File: src/rtl/rnn_layer_seq.sv
// rnn_layer_seq: time-multiplexed recurrent layer with one shared signed MAC, programmable weights and valid/ready handshakes.
// Define RNN_LAYER_RECURRENT_EN to build the U terms and the held state h_prev; otherwise the layer is feedforward.
module rnn_layer_seq #(
  parameter int DATA_WIDTH = 16,
  parameter int FRACT_WIDTH = 8,
  parameter int NUM_IN = 3,
  parameter int NUM_CELLS = 2,
  parameter int ADDR_WIDTH = 8
) (
  input  logic                            clk,
  input  logic                            rst,
  input  logic                            in_valid,
  output logic                            in_ready,
  input  logic [NUM_IN*DATA_WIDTH-1:0]    in_data,
  input  logic                            clear_state,
  input  logic                            w_we,
  input  logic [ADDR_WIDTH-1:0]           w_addr,
  input  logic [DATA_WIDTH-1:0]           w_data,
  output logic                            out_valid,
  input  logic                            out_ready,
  output logic [NUM_CELLS*DATA_WIDTH-1:0] out_data
);
`ifdef RNN_LAYER_RECURRENT_EN
  localparam int NH = NUM_CELLS;
`else
  localparam int NH = 0;
`endif
  localparam int DW = DATA_WIDTH;
  localparam int K = NUM_IN + NH;
  localparam int ROW = K + 1;
  localparam int NW = NUM_CELLS * ROW;
  localparam int AW = 2 * DW + 8;
  localparam int TW = $clog2(K + 1);
  localparam int JW = $clog2(NUM_CELLS + 1);
  localparam logic signed [AW-1:0] HI = AW'(1) << FRACT_WIDTH;
  localparam logic signed [AW-1:0] LO = -HI;
  typedef enum logic [1:0] {IDLE, MAC, ACT, OUT} state_t;
  state_t state, state_nx;
  logic [TW-1:0] t;
  logic [JW-1:0] j, nb;
  logic signed [AW-1:0] acc, r, bias_acc;
  logic signed [DW-1:0] w [NW];
  logic signed [DW-1:0] x [NUM_IN];
  logic signed [DW-1:0] h_next [NUM_CELLS];
`ifdef RNN_LAYER_RECURRENT_EN
  logic signed [DW-1:0] h_prev [NUM_CELLS];
`else
  logic unused_clear;
  assign unused_clear = clear_state;
`endif
  logic signed [DW-1:0] op, wt, bias_nx, r_clamp;
  logic signed [2*DW-1:0] prod;
  logic [NUM_CELLS*DW-1:0] h_vec;
  logic last_t, last_j;
  assign in_ready = state == IDLE;
  assign out_valid = state == OUT;
  assign last_t = t == TW'(K - 1);
  assign last_j = j == JW'(NUM_CELLS - 1);
  always_comb begin
    op = '0;
    wt = '0;
    bias_nx = '0;
    nb = (state == IDLE) ? '0 : j + 1'b1;
    for (int i = 0; i < NUM_IN; i++) if (t == TW'(i)) op = x[i];
`ifdef RNN_LAYER_RECURRENT_EN
    for (int k = 0; k < NUM_CELLS; k++) if (t == TW'(NUM_IN + k)) op = h_prev[k];
`endif
    for (int c = 0; c < NUM_CELLS; c++) begin
      for (int i = 0; i < K; i++) if (j == JW'(c) && t == TW'(i)) wt = w[c*ROW+i];
      if (nb == JW'(c)) bias_nx = w[c*ROW+K];
    end
    prod = op * wt;
    bias_acc = AW'(bias_nx) <<< FRACT_WIDTH;
    r = acc >>> FRACT_WIDTH;
    r_clamp = DW'(r > HI ? HI : r < LO ? LO : r);
    for (int c = 0; c < NUM_CELLS; c++) h_vec[c*DW+:DW] = (j == JW'(c)) ? r_clamp : h_next[c];
  end
  always_comb begin
    state_nx = state;
    case (state)
      IDLE: state_nx = in_valid ? MAC : IDLE;
      MAC:  state_nx = last_t ? ACT : MAC;
      ACT:  state_nx = last_j ? OUT : MAC;
      OUT:  state_nx = out_ready ? IDLE : OUT;
      default: state_nx = IDLE;
    endcase
  end
  always_ff @(posedge clk or posedge rst) begin
    if (rst) begin
      state <= IDLE;
      t <= '0;
      j <= '0;
      acc <= '0;
      out_data <= '0;
      for (int a = 0; a < NW; a++) w[a] <= '0;
      for (int i = 0; i < NUM_IN; i++) x[i] <= '0;
      for (int c = 0; c < NUM_CELLS; c++) h_next[c] <= '0;
`ifdef RNN_LAYER_RECURRENT_EN
      for (int c = 0; c < NUM_CELLS; c++) h_prev[c] <= '0;
`endif
    end else begin
      state <= state_nx;
      case (state)
        IDLE: begin
          for (int a = 0; a < NW; a++) if (w_we && w_addr == ADDR_WIDTH'(a)) w[a] <= w_data;
`ifdef RNN_LAYER_RECURRENT_EN
          if (clear_state) for (int c = 0; c < NUM_CELLS; c++) h_prev[c] <= '0;
`endif
          if (in_valid) begin
            for (int i = 0; i < NUM_IN; i++) x[i] <= in_data[i*DW+:DW];
            j <= '0;
            t <= '0;
            acc <= bias_acc;
          end
        end
        MAC: begin
          acc <= acc + AW'(prod);
          t <= t + 1'b1;
        end
        ACT: begin
          for (int c = 0; c < NUM_CELLS; c++) h_next[c] <= h_vec[c*DW+:DW];
          if (!last_j) begin
            j <= j + 1'b1;
            t <= '0;
            acc <= bias_acc;
          end else begin
            out_data <= h_vec;
`ifdef RNN_LAYER_RECURRENT_EN
            for (int c = 0; c < NUM_CELLS; c++) h_prev[c] <= h_vec[c*DW+:DW];
`endif
          end
        end
        default: ;
      endcase
    end
  end
endmodule

File: config.mk
export PLATFORM = sky130hd
export DESIGN_NAME = rnn_layer_seq
export DESIGN_NICKNAME = d
export VERILOG_FILES = /design/src/rtl/rnn_layer_seq.sv
export SDC_FILE = /design/constraint.sdc
export NUM_CORES = 2
export LEC_CHECK = 0
export CAP_MARGIN = 20
export CORE_ASPECT_RATIO = 1.5
export CORE_MARGIN = 2
export CORE_UTILIZATION = 65
export DETAILED_ROUTE_END_ITERATION = 8
export PLACE_DENSITY = 0.85
export SLEW_MARGIN = 5
export SYNTH_ARGS = -nofsm -noshare
export SYNTH_HDL_FRONTEND = slang
export SYNTH_SLANG_ARGS = --single-unit
File: constraint.sdc
create_clock -name clk -period 19.8 [get_ports clk]
set_input_delay 3.96 -clock clk [delete_from_list [all_inputs] [get_ports clk]]
set_output_delay 3.96 -clock clk [all_outputs]
set_load 0.02 [all_outputs]
==> out/results.txt <==
Run status -> completed
Sequential standard cell area -> 0.00676 sq mm
Worst-path fanout max -> 33
Combinational power share -> 0.550
Largest class -> logic gates
Power dissipated by switching net loads -> 1360 uW
TritonCTS clock tree -> done
Die footprint -> 0.0388 sq mm
Clock network power share -> 0.181
Total Power Consumption -> 2870 uW
Simple Share, Synth -> 0.109
Flip-flop count of the largest register after layout -> 128
Critical path buffers and inverters -> 7
Non-clock buffer count -> 156
Synthesized-area fraction occupied by xor and xnor cells -> 0.0138
Die extent in y -> 240 um
Registers -> 270
First-pass GRT wire length -> 110,000 um
Total routing resource utilization after global routing -> 0.376
First-pass iteration count of the detailed router -> 5
Final-stage net count -> 3,074
==> layer usage <==
metal  GRT usage  vias up  part of all wire
li1            -     8000                 -
met1       0.398     9281              0.32
met2       0.654      836              0.50
met3      0.0635      358             0.071
met4       0.313        2              0.11
met5           0        -           0.00019
==> cells in the mapped netlist, types with 6 or more instances <==
cell type / n
sky130_fd_sc_hd__nand2_1: 300
sky130_fd_sc_hd__a22o_1: 6
sky130_fd_sc_hd__nand2b_1: 19
sky130_fd_sc_hd__o21a_1: 27
sky130_fd_sc_hd__mux2_2: 176
sky130_fd_sc_hd__a31oi_1: 6
sky130_fd_sc_hd__o21ai_0: 97
sky130_fd_sc_hd__xor2_1: 12
sky130_fd_sc_hd__nand4_1: 14
sky130_fd_sc_hd__o21ai_1: 28
sky130_fd_sc_hd__a21oi_1: 123
sky130_fd_sc_hd__nor4_1: 9
sky130_fd_sc_hd__clkbuf_1: 89
sky130_fd_sc_hd__a21o_1: 23
sky130_fd_sc_hd__a221o_1: 12
sky130_fd_sc_hd__a22oi_1: 20
sky130_fd_sc_hd__dfrtp_1: 270
sky130_fd_sc_hd__nor3_1: 12
sky130_fd_sc_hd__xnor2_1: 26
sky130_fd_sc_hd__fa_1: 330
sky130_fd_sc_hd__buf_2: 14
sky130_fd_sc_hd__nor2b_1: 8
sky130_fd_sc_hd__nand3_1: 13
sky130_fd_sc_hd__ha_1: 120
sky130_fd_sc_hd__nor2_1: 212
sky130_fd_sc_hd__and2_1: 23
sky130_fd_sc_hd__inv_1: 412
==> power by group through the flow <==
stage	Clock, uW	Combinational [uW]	Sequential [uW]
5_1_grt	541	1710	780
4_1_cts	524	1540	766
3_5_place_dp	0	1530	774
3_3_place_gp	0	1460	766
6_report	519	1580	769
2_1_floorplan	0	994	752
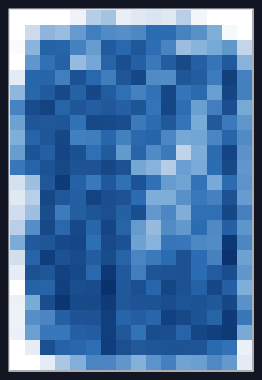
util_map.png
Scale: 1.5 px per um. The die is cut into 16 by 24 equal tiles; white is low, dark blue is high, 0 to 100% covered.
mean over tiles: 68%
tiles over 75% full: 52%
densest ninth of the die: bottom middle
nearly empty tiles: 3.6%
Util after Layout: 0.729
starting density of the core: 0.659
Std-Cell Core Area: 0.0367 sq mm

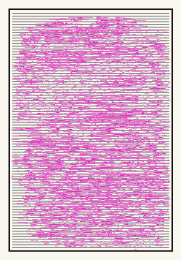
m1.png
Scale: 1 px per um. Supply wires on this layer in grey.
main direction: horizontal
wire length on this layer: 22.3 mm
met1 track utilization from global routing: 0.398
number of vias after detailed routing: 18,477
wire length after detailed routing: 68,800 um

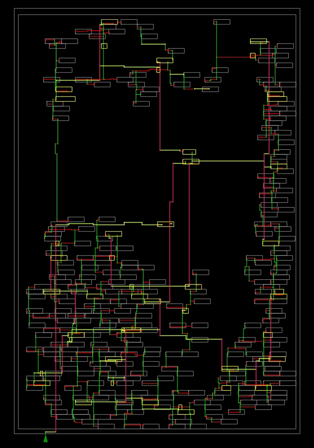
clock_nets.png
TritonCTS Buffers: 27
power dissipated in the clock network: 519 uW
final clock skew: 30.6 ps

Power and IR drop assume default switching activity.
